==> images/power_grid.png <==
Pins as bars on the die edge. Tap cells in grey.
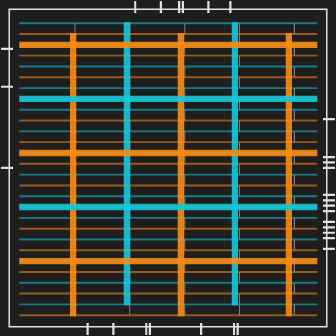
==> images/placement_by_type.png <==
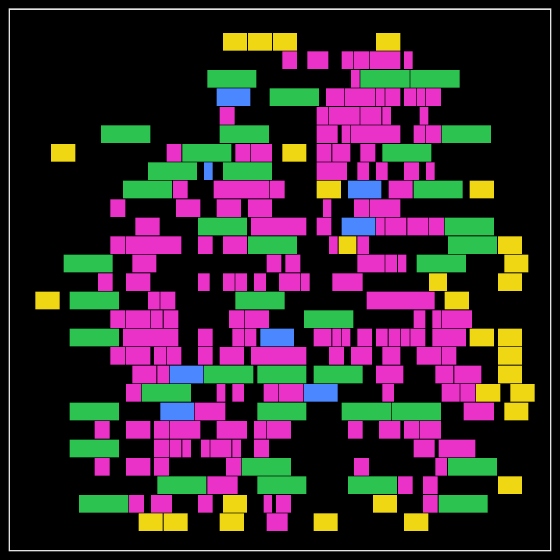
==> images/clk_routes.png <==
Scale bar: 20 um.
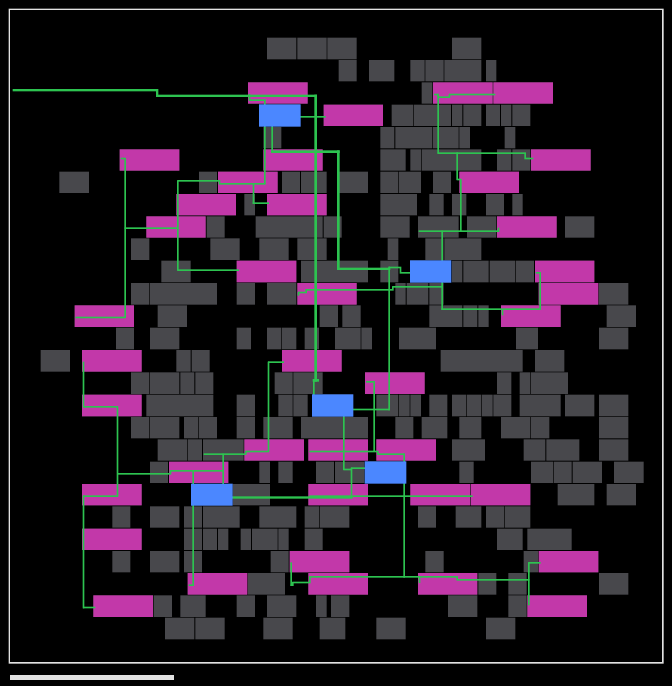
==> images/wires.png <==
Scale bar: 20 um.
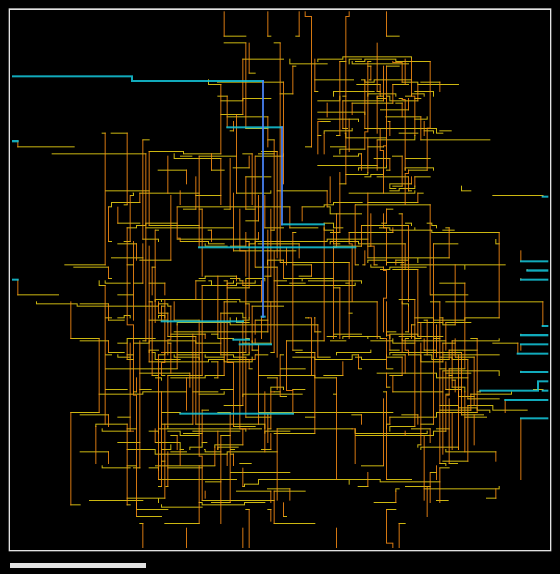
==> images/congestion.png <==
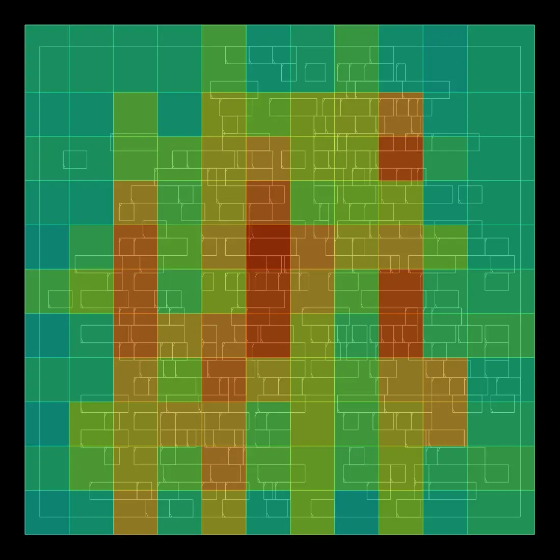
[src/rtl/jbi_min_wdq_ctl.sv]
// Pointer, occupancy and flow-control logic for the 16 x 160-bit JBI write
// decomposition queue; turns beat-level push/pop into buffer enables/addresses.
module jbi_min_wdq_ctl #(
  parameter int unsigned ADDR_WIDTH = 4,
  parameter int unsigned HWM        = 12
) (
  input  logic                  clk,
  input  logic                  rst_l,
  input  logic                  push,
  input  logic                  push_last,
  input  logic                  pop,
  input  logic                  err_clr,
  output logic                  wdq_wr_en,
  output logic [ADDR_WIDTH-1:0] wdq_waddr,
  output logic                  wdq_rd_en,
  output logic [ADDR_WIDTH-1:0] wdq_raddr,
  output logic                  rdata_vld,
  output logic                  rdata_last,
  output logic                  wdq_full,
  output logic                  wdq_empty,
  output logic [ADDR_WIDTH:0]   wdq_level,
  output logic                  txn_avail,
  output logic                  throttle,
  output logic                  ovf_err,
  output logic                  unf_err
);

  localparam int unsigned DEPTH = 2 ** ADDR_WIDTH;
  localparam int unsigned LW    = ADDR_WIDTH + 1;
  localparam int unsigned TW    = 5;

  logic [ADDR_WIDTH-1:0] wptr;
  logic [ADDR_WIDTH-1:0] rptr;
  logic [LW-1:0]         level;
  logic [LW-1:0]         level_nxt;
  logic [DEPTH-1:0]      last_flag;
  logic [TW-1:0]         txn_cnt;
  logic [TW-1:0]         txn_nxt;
  logic                  rdata_vld_q;
  logic                  rdata_last_q;
  logic                  throttle_q;
  logic                  ovf_err_q;
  logic                  unf_err_q;
  logic                  full_c;
  logic                  empty_c;
  logic                  txn_inc_c;
  logic                  txn_dec_c;

  // Status decoded straight from the registered occupancy.
  assign full_c     = (level == LW'(DEPTH));
  assign empty_c    = (level == LW'(0));

  assign wdq_wr_en  = push & ~full_c;
  assign wdq_rd_en  = pop & ~empty_c;
  assign wdq_waddr  = wptr;
  assign wdq_raddr  = rptr;
  assign wdq_full   = full_c;
  assign wdq_empty  = empty_c;
  assign wdq_level  = level;
  assign txn_avail  = (txn_cnt != TW'(0));
  assign rdata_vld  = rdata_vld_q;
  assign rdata_last = rdata_last_q;
  assign throttle   = throttle_q;
  assign ovf_err    = ovf_err_q;
  assign unf_err    = unf_err_q;

  // Occupancy moves only when exactly one side is accepted.
  always_comb begin
    level_nxt = level;
    if (wdq_wr_en && !wdq_rd_en) begin
      level_nxt = level + LW'(1);
    end else if (!wdq_wr_en && wdq_rd_en) begin
      level_nxt = level - LW'(1);
    end
  end

  // Completed-transaction count: a flagged beat in adds one, a flagged beat out removes one.
  always_comb begin
    txn_inc_c = wdq_wr_en & push_last;
    txn_dec_c = wdq_rd_en & last_flag[rptr];
    txn_nxt   = txn_cnt;
    if (txn_inc_c && !txn_dec_c) begin
      txn_nxt = txn_cnt + TW'(1);
    end else if (!txn_inc_c && txn_dec_c) begin
      txn_nxt = txn_cnt - TW'(1);
    end
  end

  always_ff @(posedge clk) begin
    if (!rst_l) begin
      wptr         <= '0;
      rptr         <= '0;
      level        <= '0;
      last_flag    <= '0;
      txn_cnt      <= '0;
      rdata_vld_q  <= 1'b0;
      rdata_last_q <= 1'b0;
      throttle_q   <= 1'b0;
      ovf_err_q    <= 1'b0;
      unf_err_q    <= 1'b0;
    end else begin
      if (wdq_wr_en) begin
        last_flag[wptr] <= push_last;
        wptr            <= wptr + ADDR_WIDTH'(1);
      end
      if (wdq_rd_en) begin
        rptr         <= rptr + ADDR_WIDTH'(1);
        rdata_last_q <= last_flag[rptr];
      end else begin
        rdata_last_q <= 1'b0;
      end
      rdata_vld_q <= wdq_rd_en;
      level       <= level_nxt;
      txn_cnt     <= txn_nxt;
      throttle_q  <= (level_nxt >= LW'(HWM));
      // A new error in the same cycle as err_clr keeps the flag set.
      ovf_err_q   <= (push & full_c) | (ovf_err_q & ~err_clr);
      unf_err_q   <= (pop & empty_c) | (unf_err_q & ~err_clr);
    end
  end

endmodule

[config.mk]
export PLATFORM = sky130hd
export DESIGN_NAME = jbi_min_wdq_ctl
export DESIGN_NICKNAME = d
export VERILOG_FILES = /design/src/rtl/jbi_min_wdq_ctl.sv
export SDC_FILE = /design/constraint.sdc
export NUM_CORES = 1
export LEC_CHECK = 0
export CAP_MARGIN = 40
export CORE_MARGIN = 2
export CORE_UTILIZATION = 37
export CTS_CLUSTER_DIAMETER = 50
export CTS_CLUSTER_SIZE = 30
export DETAILED_ROUTE_END_ITERATION = 10
export SLEW_MARGIN = 20
export SYNTH_ARGS = -nofsm -noshare
export SYNTH_HDL_FRONTEND = slang
export SYNTH_SLANG_ARGS = --single-unit
[constraint.sdc]
create_clock -name clk -period 4.3 [get_ports clk]
set_input_delay 0.86 -clock clk [delete_from_list [all_inputs] [get_ports clk]]
set_output_delay 0.86 -clock clk [all_outputs]
set_load 0.01 [all_outputs]
==> impl_metrics.py <==
# Synthesis and PnR figures
metrics = {
    "global_route": {
        "grt_pass1_vias": 1475,
        "grt_overflow": 0,
        "grt_use_met1": 0.191,
    },
    "cts": {
        "cts_buffer_depth": 2,
        "postCtsHoldBufs": 0,
        "cts_resized": 0,
    },
    "critical_path": {
        "crit_path_start_kind": "flip-flop",
        "worstSetupEndpointType": "flip-flop",
        "cp_max_fo": 8,
        "critPathArrivalTime_ns": 3.68,
    },
    "floorplan": {
        "dieWidth_um": 79.5,
        "fp.dieH_um": 79.5,
        "core_area_mm2": 0.00551,
        "fp_util": 0.383,
        "num_rows": 27,
    },
    "logic_synthesis": {
        "largest_area_cell": "dfxtp_1",
        "top_area_frac": 0.370,
        "synthArstFlopShare": 0,
        "top_cell": "dfxtp_1",
        "syn_area_mm2": 0.00211,
        "synth.distinct_cells": 43,
        "synth.avg_cell_area_um2": 9.81,
        "synth_top_flop_cell": "dfxtp_1",
        "yosys.stat.seqShare": 0.370,
    },
    "timing": {
        "rsz0062_at_grt": "no",
        "worst_hold_slack_ns": 0.494,
        "slew_viol_final": 0,
        "fin_tns_setup_ns": 0,
        "maxSlewHeadroom": 0.611,
        "tightestPinTransition_ns": 0.582,
    },
    "min_path": {
        "hp-class": "flip-flop to flip-flop",
    },
    "power_and_ir_drop": {
        "total_power_uw": 1110,
        "leakage_uw": 0.00101,
        "ir_drop_mv": 0.186,
    },
    "run": {
        "maxCapViolations": 0,
        "tool_warnings": 30,
    },
    "route": {
        "final_antenna_net_count": 0,
        "via_per_inst": 4.91,
        "drc": 0,
    },
    "cells_and_area": {
        "fin_util": 0.460,
        "syn2layout_area_growth_pct": 20.1,
        "layout_top_cell": "dfxtp_1",
        "layout-drive-gt1-share": 0.0917,
    },
    "placement": {
        "placedInstanceArea_mm2": 0.00243,
        "pre_cts_ws_ns": 0.665,
        "post-dp-hpwl_um": 2970,
    },
    "outcome": {
        "status": "finished clean",
    },
}
## Picture notes: power_grid.png
colour	net
orange	VSS
cyan	VDD
tap cells	72
rows	27
met4 straps	5

## Picture notes: placement_by_type.png
colour	class	cells
yellow	remaining buffers and delay cells	30
blue	clock drivers and dummy loads	8
magenta	combinational and other logic	163
green	sequential cells	39

## Picture notes: clk_routes.png
[blue] clock drivers | count: 5
[green] clock wires | length: 538 um
[magenta] flip-flops | count: 39
flops lie	widely spread
clock skew: 0.00544 ns
clk pwr: 271 uW
Clk pwr share: 0.244
clock latency on the worst-skew pair: 0.29 ns

## Picture notes: wires.png
colour	layer	wire length
blue	metal 4	49.0 um
cyan	metal 3	162 um
yellow	metal 1	1950 um
orange	metal 2	2040 um
final wirelength: 4200 um
post-DR wirelength/cell: 13.5 um
routed vias: 1531
Overall Global Routing Usage: 0.149

## Picture notes: congestion.png
Top Usage Layer GRT: met2
routing usage on met3: 0.0385

## final timing paths
kind         depth (start not counted)          to  slack (ns)          from
min reg2reg                          2  txn_cnt[4]        0.49    txn_cnt[4]
max                                 11  txn_cnt[4]        0.85  wdq_raddr[0]
max reg2reg                         11  txn_cnt[4]        0.85  wdq_raddr[0]
min                                  2  txn_cnt[4]        0.49    txn_cnt[4]
## sequential cells by signal, summed over array words and instances (netlist names)
signal / flops
last_flag: 16
ovf_err: 1
rdata_last: 1
rdata_vld: 1
throttle: 1
txn_cnt: 5
unf_err: 1
wdq_level: 5
wdq_raddr: 4
wdq_waddr: 4
## worst max-delay path, stage by stage, from the launching register on
cell,delay [ns]
dfxtp_1,0.62
mux4_2,0.58
mux4_2,0.49
nand2_1,0.08
ha_1,0.20
inv_1,0.10
ha_1,0.31
nor2b_1,0.14
o21a_1,0.16
or3_1,0.30
a21oi_1,0.19
mux2i_1,0.20
## cell families (layout without fill, tap and decap cells)
| logic type | after synthesis | after routing | share of synthesized area |
|---|---|---|---|
| xor+xnor | 13 | 13 | 0.0540 |
| flops | 39 | 39 | 0.370 |
| fa+ha+maj | 12 | 12 | 0.0748 |
| compound gates | 22 | 22 | 0.0742 |
| buf+inv | 22 | 47 | 0.0469 |
| simple gates | 85 | 85 | 0.246 |
| mux | 22 | 22 | 0.134 |
## routing by layer
layer	wire (um)	part of all wire
met5	0	0
met4	48	0.011
met3	161	0.038
met2	2040	0.49
met1	1950	0.46
## power breakdown
part           internal [uW]  leakage (uW)  switching, uW  total, uW
registers                400      0.000317           58.9        459
logic                    214      0.000637            169        383
clock network            146     0.0000515            125        271
total                    761       0.00101            353       1110
## layout make-up
type	count	area, um2
repair buffers	30	295
inverters	9	36.3
flip-flops and latches	39	781
multi-input cells	154	1230
well taps	72	90.1
fillers	521	2980
clock buffers	8	100
Power is estimated from default activity; no workload was simulated.
